==> src/rtl/riscv_pkg.sv <==
// rtl/riscv_pkg.sv - shared core types and constants used by the writeback arbiter
//
// Provides the long-latency result record, the arbiter FIFO depth and starvation
// limit defaults, and the arbiter state encoding.

package riscv_pkg;

    localparam int XLEN       = 32;
    localparam int REG_ADDR_W = 5;

    localparam int WB_ARB_DEPTH        = 4;
    localparam int WB_ARB_STARVE_LIMIT = 8;

    typedef struct packed {
        logic [REG_ADDR_W-1:0] rd;
        logic [XLEN-1:0]       data;
    } lat_result_t;

    typedef enum logic [1:0] {
        IDLE    = 2'd0,
        QUEUED  = 2'd1,
        STARVED = 2'd2
    } wb_arb_state_e;

endpackage

==> src/rtl/wb_lat_fifo.sv <==
// rtl/wb_lat_fifo.sv - synchronous FIFO for long-latency writeback results
//
// Ports:
//   clk, rst            clock, synchronous active-high reset
//   push, push_rd/data  write an entry (ignored when full)
//   pop                 remove the head entry (ignored when empty)
//   full, empty, last   occupancy flags (last: exactly one entry held)
//   head_rd/head_data   oldest entry
//   entry_rd            every slot's destination register, slot i at [i*AW +: AW]
//   entry_valid         per-slot occupancy, used to build the pending mask

module wb_lat_fifo #(
    parameter int DEPTH = 4,
    parameter int AW    = 5,
    parameter int DW    = 32
) (
    input  logic                clk,
    input  logic                rst,
    input  logic                push,
    input  logic [AW-1:0]       push_rd,
    input  logic [DW-1:0]       push_data,
    input  logic                pop,
    output logic                full,
    output logic                empty,
    output logic                last,
    output logic [AW-1:0]       head_rd,
    output logic [DW-1:0]       head_data,
    output logic [DEPTH*AW-1:0] entry_rd,
    output logic [DEPTH-1:0]    entry_valid
);

    localparam int PW = $clog2(DEPTH);

    logic [AW-1:0]    rd_mem   [DEPTH];
    logic [DW-1:0]    data_mem [DEPTH];
    logic [DEPTH-1:0] valid;
    logic [PW-1:0]    wr_ptr;
    logic [PW-1:0]    rd_ptr;
    logic [PW:0]      count;
    logic             do_push;
    logic             do_pop;

    assign full      = (count == (PW+1)'(DEPTH));
    assign empty     = (count == '0);
    assign last      = (count == (PW+1)'(1));
    assign do_push   = push & ~full;
    assign do_pop    = pop & ~empty;
    assign head_rd   = rd_mem[rd_ptr];
    assign head_data = data_mem[rd_ptr];
    assign entry_valid = valid;

    always_comb begin
        entry_rd = '0;
        for (int i = 0; i < DEPTH; i++) begin
            entry_rd[i*AW +: AW] = rd_mem[i];
        end
    end

    // Push is refused when full, so a simultaneous push and pop never target
    // the same slot; pointers wrap naturally because DEPTH is a power of two.
    always_ff @(posedge clk) begin
        if (rst) begin
            wr_ptr <= '0;
            rd_ptr <= '0;
            count  <= '0;
            valid  <= '0;
        end else begin
            if (do_pop) begin
                valid[rd_ptr] <= 1'b0;
                rd_ptr        <= rd_ptr + 1'b1;
            end
            if (do_push) begin
                rd_mem[wr_ptr]   <= push_rd;
                data_mem[wr_ptr] <= push_data;
                valid[wr_ptr]    <= 1'b1;
                wr_ptr           <= wr_ptr + 1'b1;
            end
            count <= count + {{PW{1'b0}}, do_push} - {{PW{1'b0}}, do_pop};
        end
    end

endmodule

==> src/rtl/wb_write_arbiter.sv <==
// rtl/wb_write_arbiter.sv - merges pipeline and long-latency results onto the regfile write port
//
// Optional feature macro: WB_ARB_BYPASS_EN (same-cycle write of a long-latency
// result when the FIFO is empty and the pipeline is not writing).
//
// Ports:
//   i_clk, i_rst                 clock, synchronous active-high reset
//   i_stall                      pipeline stall, suppresses the pipeline write
//   i_pipe_we/rd/data            in-order pipeline result
//   i_lat_valid/rd/data          long-latency result, accepted when o_lat_ready
//   o_lat_ready                  FIFO can accept
//   o_rf_we/waddr/wdata          regfile write port (combinational)
//   o_pending_mask               bit r set while a queued entry targets r
//   o_stall_req                  starvation stall request

module wb_write_arbiter
    import riscv_pkg::*;
#(
    parameter int DEPTH        = WB_ARB_DEPTH,
    parameter int DATA_WIDTH   = XLEN,
    parameter int NUM_REGS     = 32,
    parameter int STARVE_LIMIT = WB_ARB_STARVE_LIMIT
) (
    input  logic                        i_clk,
    input  logic                        i_rst,
    input  logic                        i_stall,
    input  logic                        i_pipe_we,
    input  logic [$clog2(NUM_REGS)-1:0] i_pipe_rd,
    input  logic [DATA_WIDTH-1:0]       i_pipe_data,
    input  logic                        i_lat_valid,
    output logic                        o_lat_ready,
    input  logic [$clog2(NUM_REGS)-1:0] i_lat_rd,
    input  logic [DATA_WIDTH-1:0]       i_lat_data,
    output logic                        o_rf_we,
    output logic [$clog2(NUM_REGS)-1:0] o_rf_waddr,
    output logic [DATA_WIDTH-1:0]       o_rf_wdata,
    output logic [NUM_REGS-1:0]         o_pending_mask,
    output logic                        o_stall_req
);

    localparam int AW = $clog2(NUM_REGS);
    localparam int SW = $clog2(STARVE_LIMIT + 1);

    logic                   fifo_full;
    logic                   fifo_empty;
    logic                   fifo_last;
    logic [AW-1:0]          head_rd;
    logic [DATA_WIDTH-1:0]  head_data;
    logic [DEPTH*AW-1:0]    entry_rd;
    logic [DEPTH-1:0]       entry_valid;

    logic                   pipe_commit;
    logic                   lat_accept;
    logic                   drain;
    logic                   bypass;
    logic                   enqueue;

    wb_arb_state_e          state;
    logic [SW-1:0]          starve_cnt;
    logic                   stall_q;

    // Nothing is written while reset is held, even if the pipeline asks.
    assign pipe_commit = ~i_rst & i_pipe_we & ~i_stall & (i_pipe_rd != '0);
    assign o_lat_ready = ~i_rst & ~fifo_full;
    assign lat_accept  = i_lat_valid & o_lat_ready;
    // A stall only blocks the pipeline's own write, so it opens a drain slot.
    assign drain       = ~i_rst & ~pipe_commit & ~fifo_empty;

`ifdef WB_ARB_BYPASS_EN
    assign bypass = ~pipe_commit & fifo_empty & lat_accept & (i_lat_rd != '0);
`else
    assign bypass = 1'b0;
`endif

    // x0 results complete the handshake but are dropped here.
    assign enqueue = lat_accept & (i_lat_rd != '0) & ~bypass;

    wb_lat_fifo #(
        .DEPTH (DEPTH),
        .AW    (AW),
        .DW    (DATA_WIDTH)
    ) u_fifo (
        .clk         (i_clk),
        .rst         (i_rst),
        .push        (enqueue),
        .push_rd     (i_lat_rd),
        .push_data   (i_lat_data),
        .pop         (drain),
        .full        (fifo_full),
        .empty       (fifo_empty),
        .last        (fifo_last),
        .head_rd     (head_rd),
        .head_data   (head_data),
        .entry_rd    (entry_rd),
        .entry_valid (entry_valid)
    );

    always_comb begin
        o_rf_we    = 1'b0;
        o_rf_waddr = '0;
        o_rf_wdata = '0;
        if (pipe_commit) begin
            o_rf_we    = 1'b1;
            o_rf_waddr = i_pipe_rd;
            o_rf_wdata = i_pipe_data;
        end else if (drain) begin
            o_rf_we    = 1'b1;
            o_rf_waddr = head_rd;
            o_rf_wdata = head_data;
        end else if (bypass) begin
            o_rf_we    = 1'b1;
            o_rf_waddr = i_lat_rd;
            o_rf_wdata = i_lat_data;
        end
    end

    always_comb begin
        o_pending_mask = '0;
        if (!i_rst) begin
            for (int i = 0; i < DEPTH; i++) begin
                if (entry_valid[i]) begin
                    o_pending_mask[entry_rd[i*AW +: AW]] = 1'b1;
                end
            end
        end
    end

    // The registered request is masked during reset so it reads low in the
    // reset cycle itself, not only after it.
    assign o_stall_req = stall_q & ~i_rst;

    // starve_cnt holds the number of consecutive blocked cycles so far; the
    // transition to STARVED fires on the cycle that makes it STARVE_LIMIT.
    always_ff @(posedge i_clk) begin
        if (i_rst) begin
            state      <= IDLE;
            starve_cnt <= '0;
            stall_q    <= 1'b0;
        end else begin
            if (drain || fifo_empty) begin
                starve_cnt <= '0;
            end else if (starve_cnt != SW'(STARVE_LIMIT)) begin
                starve_cnt <= starve_cnt + 1'b1;
            end

            case (state)
                IDLE: begin
                    if (enqueue) begin
                        state <= QUEUED;
                    end
                end
                QUEUED: begin
                    if (drain) begin
                        if (fifo_last && !enqueue) begin
                            state <= IDLE;
                        end
                    end else if (starve_cnt >= SW'(STARVE_LIMIT - 1)) begin
                        state   <= STARVED;
                        stall_q <= 1'b1;
                    end
                end
                STARVED: begin
                    if (drain) begin
                        stall_q <= 1'b0;
                        state   <= (fifo_last && !enqueue) ? IDLE : QUEUED;
                    end
                end
                default: begin
                    state   <= IDLE;
                    stall_q <= 1'b0;
                end
            endcase
        end
    end

endmodule

==> config.mk <==
export PLATFORM = sky130hd
export DESIGN_NAME = wb_write_arbiter
export DESIGN_NICKNAME = d
export VERILOG_FILES = /design/src/rtl/riscv_pkg.sv /design/src/rtl/wb_lat_fifo.sv /design/src/rtl/wb_write_arbiter.sv
export SDC_FILE = /design/constraint.sdc
export NUM_CORES = 1
export LEC_CHECK = 0
export CAP_MARGIN = 20
export CORE_ASPECT_RATIO = 1.5
export CORE_MARGIN = 8
export CORE_UTILIZATION = 53
export DETAILED_ROUTE_END_ITERATION = 6
export PLACE_DENSITY = 0.81
export SLEW_MARGIN = 10
export SYNTH_ARGS = -nofsm -noshare
export SYNTH_HDL_FRONTEND = slang
export SYNTH_HIERARCHICAL = 1
export SYNTH_SLANG_ARGS = --single-unit
==> constraint.sdc <==
create_clock -name i_clk -period 3.6 [get_ports i_clk]
set_input_delay 0.54 -clock i_clk [delete_from_list [all_inputs] [get_ports i_clk]]
set_output_delay 0.54 -clock i_clk [all_outputs]
set_load 0.05 [all_outputs]
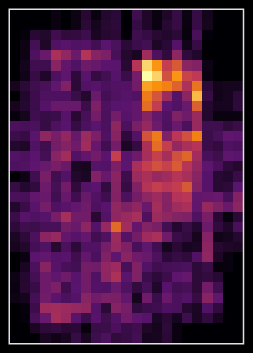
Run 1: routed metal per tile
Drawn at 2 px/um. The die is cut into 23 by 33 equal tiles; black is low, pale yellow is high, scaled to the fullest tile. Values are wire area over tile area, all layers added.
mean over tiles: 0.20
emptiest ninth of the die: south-east
densest ninth of the die: centre
fullest tile: 0.93
tiles over half the peak: 5.1%
routed len/inst: 26.18 um
Vias: 5,930

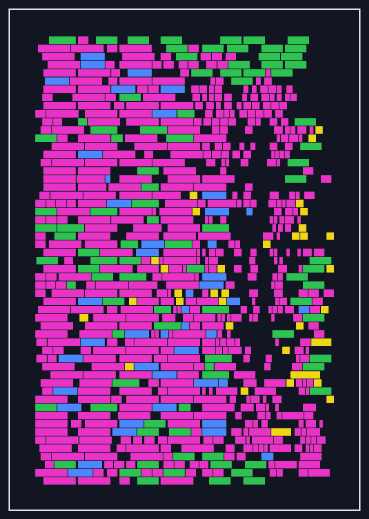
Run 1: sizing map
Drawn at 3 px/um.
[yellow] drive 3 to 4 | cells: 34 | most used: buf_4
[blue] drive 2 | cells: 44 | most used: mux4_2
[green] drive 6 and up | cells: 93 | most used: buf_12
[magenta] drive 1 or less | cells: 547 | most used: edfxtp_1
P&R area growth vs syn: 37.18%
Worst Slack Setup Final: 0.2932 ns
Repair and plain buffers: 173
Design Area, Final: 10,980 um2

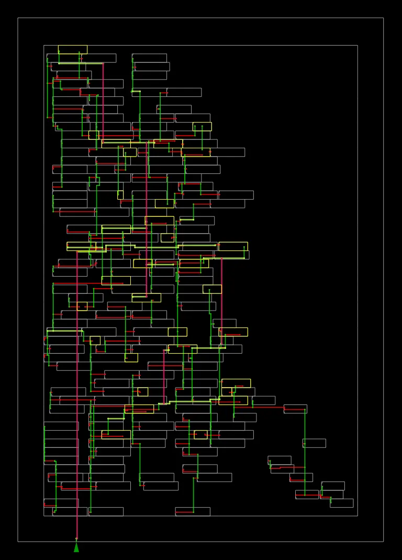
Run 1: clock nets
CLK BUF: 17
clock sinks: 168
Num CTS Buffers: 17
clk latency late pin: 0.43 ns
Worst Clk Skew: 0.009077 ns

==> impl_metrics.json, run 1 <==
{
  "min_path_type": "reg -> reg",
  "drt_iter0_drc": 481,
  "outcome": "complete, no violations",
  "ys_area_um2": 8003,
  "cp-endpoint": "o_rf_wdata[28]",
  "synthesis.nets": 637,
  "period_needed_ns": 3.307,
  "grt_pass1_vias": 6168,
  "synth_warnings": 6,
  "yosys.area.top_type": "edfxtp_1",
  "overflow": 0,
  "clk_share": 0.05471,
  "max-vdd-ir-drop_mv": 0.5523,
  "gp_congestion": 0.9400,
  "met1_length_mm": 8.258,
  "p_seq_uw": 2250,
  "seq_share": 0.4415,
  "rr_startpoint": "u_fifo/count[1]$_SDFF_PP0_",
  "post_drt_via_cell_ratio": 6.467,
  "slew_viol_final": 0,
  "die_width_um": 116.3,
  "syn_area_um2": 8003,
  "fill_cells": 894,
  "route.met3.wl_mm": 1.879,
  "die_area_um2": 19370,
  "drive_gt1_frac": 0.2382,
  "worstRegToRegCells": 12,
  "reg.largest.list": "u_fifo/data_mem (128), u_fifo/rd_mem (20)",
  "topCellsByArea": "edfxtp_1 56%, mux4_2 8.4%, dfxtp_1 5.0%",
  "antenna_found_initial": 0,
  "critPathMaxFanout": 42,
  "warning_count": 33,
  "root_buffer": "clkbuf_16",
  "regMostFlops": "u_fifo/data_mem",
  "arrival_ns": 2.77,
  "rrSetupSlack_ns": 0.74,
  "yosysTopAreaCellShare": 0.5553,
  "tns_ns": 0,
  "slowest_delay_ns": 0.55,
  "die_y_um": 166.5,
  "worst_slew_pin_slew_ns": 0.9525,
  "yosys.cell_count.top_type": "edfxtp_1"
}
==> run 2, diff against run 1 <==
Settings changed: CORE_UTILIZATION 53 to 30, PLACE_DENSITY 0.81 to not set.
Clock period 3.6 ns to 4.25 ns, I/O delays scaled along.
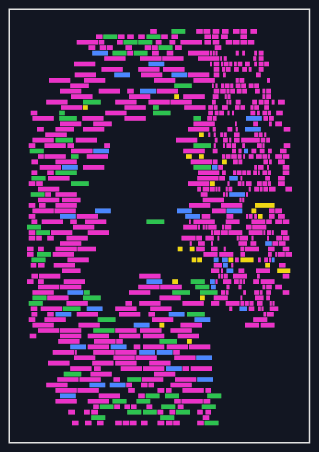
Run 2: sizing map
Drawn at 2 px/um.
[blue] drive 2 | cells: 44 | most used: mux4_2
[yellow] drive 3 to 4 | cells: 22 | most used: buf_4
[green] drive 6 and up | cells: 58 | most used: buf_12
[magenta] drive 1 or less | cells: 585 | most used: edfxtp_1
Design Area, Final: 10,790 um2
Repair and plain buffers: 164
P&R area growth vs syn: 34.83%

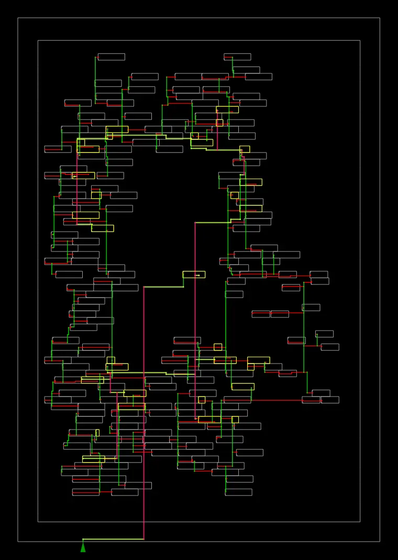
Run 2: clock nets
Worst Clk Skew: 0.007660 ns
Clock group: 1550 uW

==> impl_metrics.json, run 2 <==
{
  "finalCoreUtilization": 0.4088,
  "cts_hold_buf": 0,
  "synthDistinctLibCells": 52,
  "warning_count": 33,
  "clkPwrFrac": 0.327,
  "die_area_um2": 32270,
  "worstRegToRegCells": 12,
  "route.met3.wl_mm": 1.239,
  "core_region_area_um2": 26400,
  "slew_viol_final": 0,
  "ys_area_um2": 8003,
  "clk_share": 0.05496,
  "synthesis.nets": 637,
  "root_buffer": "clkbuf_16",
  "edf_count": 148,
  "tns_ns": 0,
  "grt_pass1_vias": 5867,
  "p_seq_uw": 1910,
  "gp_congestion": 0.9472,
  "taps": 337,
  "cts_made_buffers": 17,
  "ys_sh_simple": 0.09897,
  "ys_top_logic_family": "AND-OR/OR-AND gates",
  "clkbuf_count": 17,
  "worst_slew_pin_slew_ns": 0.7934,
  "pg_comb_uw": 1300,
  "outcome": "complete, no violations",
  "hold_ws_ns": 0.5074,
  "combPwrFrac": 0.273,
  "critPathRequiredTime_ns": 3.61,
  "min_path_type": "reg -> reg",
  "routed.top_layer": "met4",
  "syn_area_um2": 8003,
  "post_cts_buffers": 0,
  "yosys.area.top_type": "edfxtp_1",
  "clock_latency_ns": 0.43,
  "hpwl_mm": 15.07,
  "n_antenna_cell": 0,
  "rrSetupSlack_ns": 1.07,
  "power_density_nw_per_um2": 441.2,
  "synthArstFlopShare": 0,
  "wl_per_cell_um": 21.30,
  "rr_startpoint": "u_fifo/count[1]$_SDFF_PP0_",
  "seq_area_um2": 4847,
  "fin_ws_ns": 0.6728,
  "met1_usage": 0.1487,
  "top_usage_layer": "met2",
  "comb_share": 0.2718,
  "end_kind": "output port",
  "drt_iter0_drc": 238,
  "post_drt_via_cell_ratio": 5.283,
  "yosysTopAreaCellShare": 0.5553,
  "reg2reg_to": "u_fifo/count[2]$_SDFF_PP0_",
  "overflow": 0,
  "topCellsByArea": "edfxtp_1 56%, mux4_2 8.4%, dfxtp_1 5.0%",
  "cp_cell_sequence": "nor3b_2 -> a22oi_1 -> a21oi_1 -> clkdlybuf4s50_1",
  "clkSinkCount": 168,
  "drive_gt1_frac": 0.1749,
  "arrival_ns": 2.94,
  "num_vias": 5526,
  "internal_power_uw": 3324,
  "htreeDepth": 4,
  "yosysSeqAreaShare": 0.6054,
  "ys_dominant_reg_cell": "edfxtp_1",
  "die_y_um": 216.0,
  "reg.largest.list": "u_fifo/data_mem (128), u_fifo/rd_mem (20)",
  "slowest_delay_ns": 0.86,
  "fill_cells": 2483,
  "cp-endpoint": "o_pending_mask[12]",
  "ctsResizeCount": 0,
  "synth_warnings": 6,
  "power_leader": "sequential cells",
  "die_width_um": 149.4,
  "antenna_found_initial": 0,
  "seq_share": 0.4492,
  "ys.flops": 168,
  "critPathMaxFanout": 8,
  "drtAntennaViolNets": 0,
  "drc": 0,
  "max-vdd-ir-drop_mv": 0.2877,
  "mux_share": 0.1113,
  "period_used_share": 0.8417,
  "grt_max_degree": 38,
  "largest_reg_flops": 128,
  "yosys.cell_count.top_type": "edfxtp_1",
  "regMostFlops": "u_fifo/data_mem",
  "met1_length_mm": 8.407,
  "period_needed_ns": 3.577
}
==> run 3, diff against run 2 <==
Clock period 4.25 ns to 3.4 ns, I/O delays scaled along.
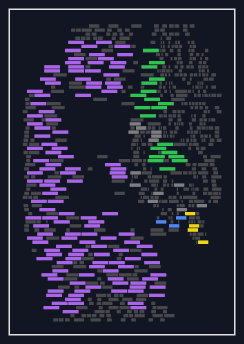
Run 3: sequential cells grouped by signal name
Drawn at 1.5 px/um. Other sequential cells in the stronger grey, the rest of the logic in the fainter grey.
[yellow] starve_cnt | placed flops: 4
[green] u_fifo/rd_mem | placed flops: 20
[blue] u_fifo/count | placed flops: 3
[purple] u_fifo/data_mem | placed flops: 128
Seq power: 2400 uW
Flop area: 4847 um2
fin util: 0.4154
sequential share of cell area: 0.4420

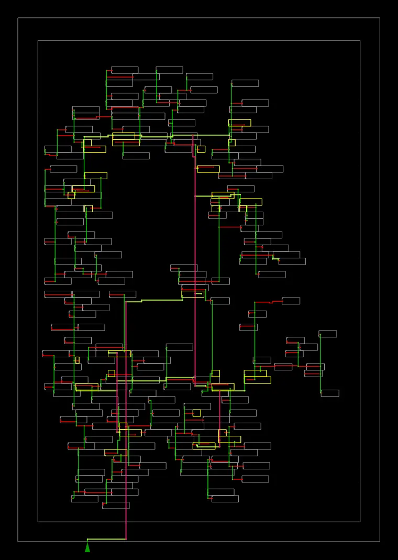
Run 3: clock nets
CLK BUF: 18
clk latency late pin: 0.42 ns
Clock group: 1920 uW
sequential cells: 168

==> impl_metrics.json, run 3 <==
{
  "drt_iter0_drc": 300,
  "grt_pass1_vias": 5756,
  "grt_pass1_wl_mm": 33.81,
  "yosys.area.top_type": "edfxtp_1",
  "cts_hold_buf": 0,
  "ys_dominant_reg_cell": "edfxtp_1",
  "min_path_type": "in -> reg",
  "end_kind": "output port",
  "synthDistinctLibCells": 52,
  "cp_cell_sequence": "or3b_1 -> or2_2 -> a31oi_1 -> clkdlybuf4s50_1",
  "cts_tree": "built",
  "top_usage_layer": "met2",
  "outcome": "complete, no violations",
  "critPathRequiredTime_ns": 2.89,
  "yosys.cell_count.top_type": "edfxtp_1",
  "die_width_um": 149.4,
  "p_sw_uw": 1785,
  "arrival_ns": 2.78,
  "comb_share": 0.2677,
  "ys.flops": 168,
  "ys_sh_simple": 0.09897,
  "post_drt_via_cell_ratio": 5.287,
  "largest_reg_flops": 128,
  "rr_startpoint": "u_fifo/count[1]$_SDFF_PP0_",
  "regMostFlops": "u_fifo/data_mem",
  "power_density_nw_per_um2": 547.4,
  "fin_ws_ns": 0.1134,
  "combPwrFrac": 0.281,
  "yosysSeqAreaShare": 0.6054,
  "n_antenna_cell": 0,
  "final.setup_skew_ns": 0.008342,
  "met1_usage": 0.1505,
  "critPathMaxFanout": 9,
  "drv_cap": 0,
  "num_vias": 5573,
  "reg2reg_to": "u_fifo/count[2]$_SDFF_PP0_",
  "route.met3.wl_mm": 1.257,
  "layout_top_cells": "148 x edfxtp_1, 112 x clkdlybuf4s50_1, 44 x buf_12, 39 x a22oi_1, 37 x a22o_1",
  "synthArstFlopShare": 0,
  "post_cts_buffers": 0,
  "cp-endpoint": "o_pending_mask[28]",
  "worst_slew_pin_slew_ns": 0.6884,
  "drc": 0,
  "reg.largest.list": "u_fifo/data_mem (128), u_fifo/rd_mem (20)",
  "mux_share": 0.1113,
  "taps": 337,
  "routed.top_layer": "met5",
  "root_buffer": "clkbuf_16",
  "cts_made_buffers": 17,
  "met1_length_mm": 8.377,
  "core_region_area_um2": 26400,
  "overflow": 0,
  "synthesis.nets": 637,
  "warning_count": 33,
  "drive_gt1_frac": 0.1925,
  "n_all_buffers": 172,
  "yosysTopAreaCellShare": 0.5553,
  "synth_warnings": 6,
  "gp_congestion": 0.8877,
  "power_leader": "sequential cells",
  "topCellsByArea": "edfxtp_1 56%, mux4_2 8.4%, dfxtp_1 5.0%",
  "hpwl_mm": 15.22,
  "design_area_um2": 10970,
  "worstRegToRegCells": 12,
  "antenna_found_initial": 1,
  "startpoint_type": "flop",
  "htreeDepth": 4,
  "die_y_um": 216.0,
  "edf_count": 148,
  "clk_share": 0.05374,
  "grt_max_degree": 43,
  "swShare": 0.2974,
  "max-vdd-ir-drop_mv": 0.3706,
  "period_needed_ns": 3.287,
  "drtAntennaViolNets": 0,
  "slew_viol_final": 0,
  "period_used_share": 0.9667,
  "rrSetupSlack_ns": 0.42,
  "slowest_delay_ns": 0.83,
  "clkPwrFrac": 0.319,
  "die_area_um2": 32270,
  "fill_cells": 2445,
  "tns_ns": 0,
  "clkSinkCount": 168,
  "syn2layout_area_growth_pct": 37.02,
  "ctsResizeCount": 0,
  "ys_area_um2": 8003,
  "ys_top_logic_family": "AND-OR/OR-AND gates",
  "hold_ws_ns": 0.4190
}
No activity file was given, so power comes from the tool's default toggle rates.
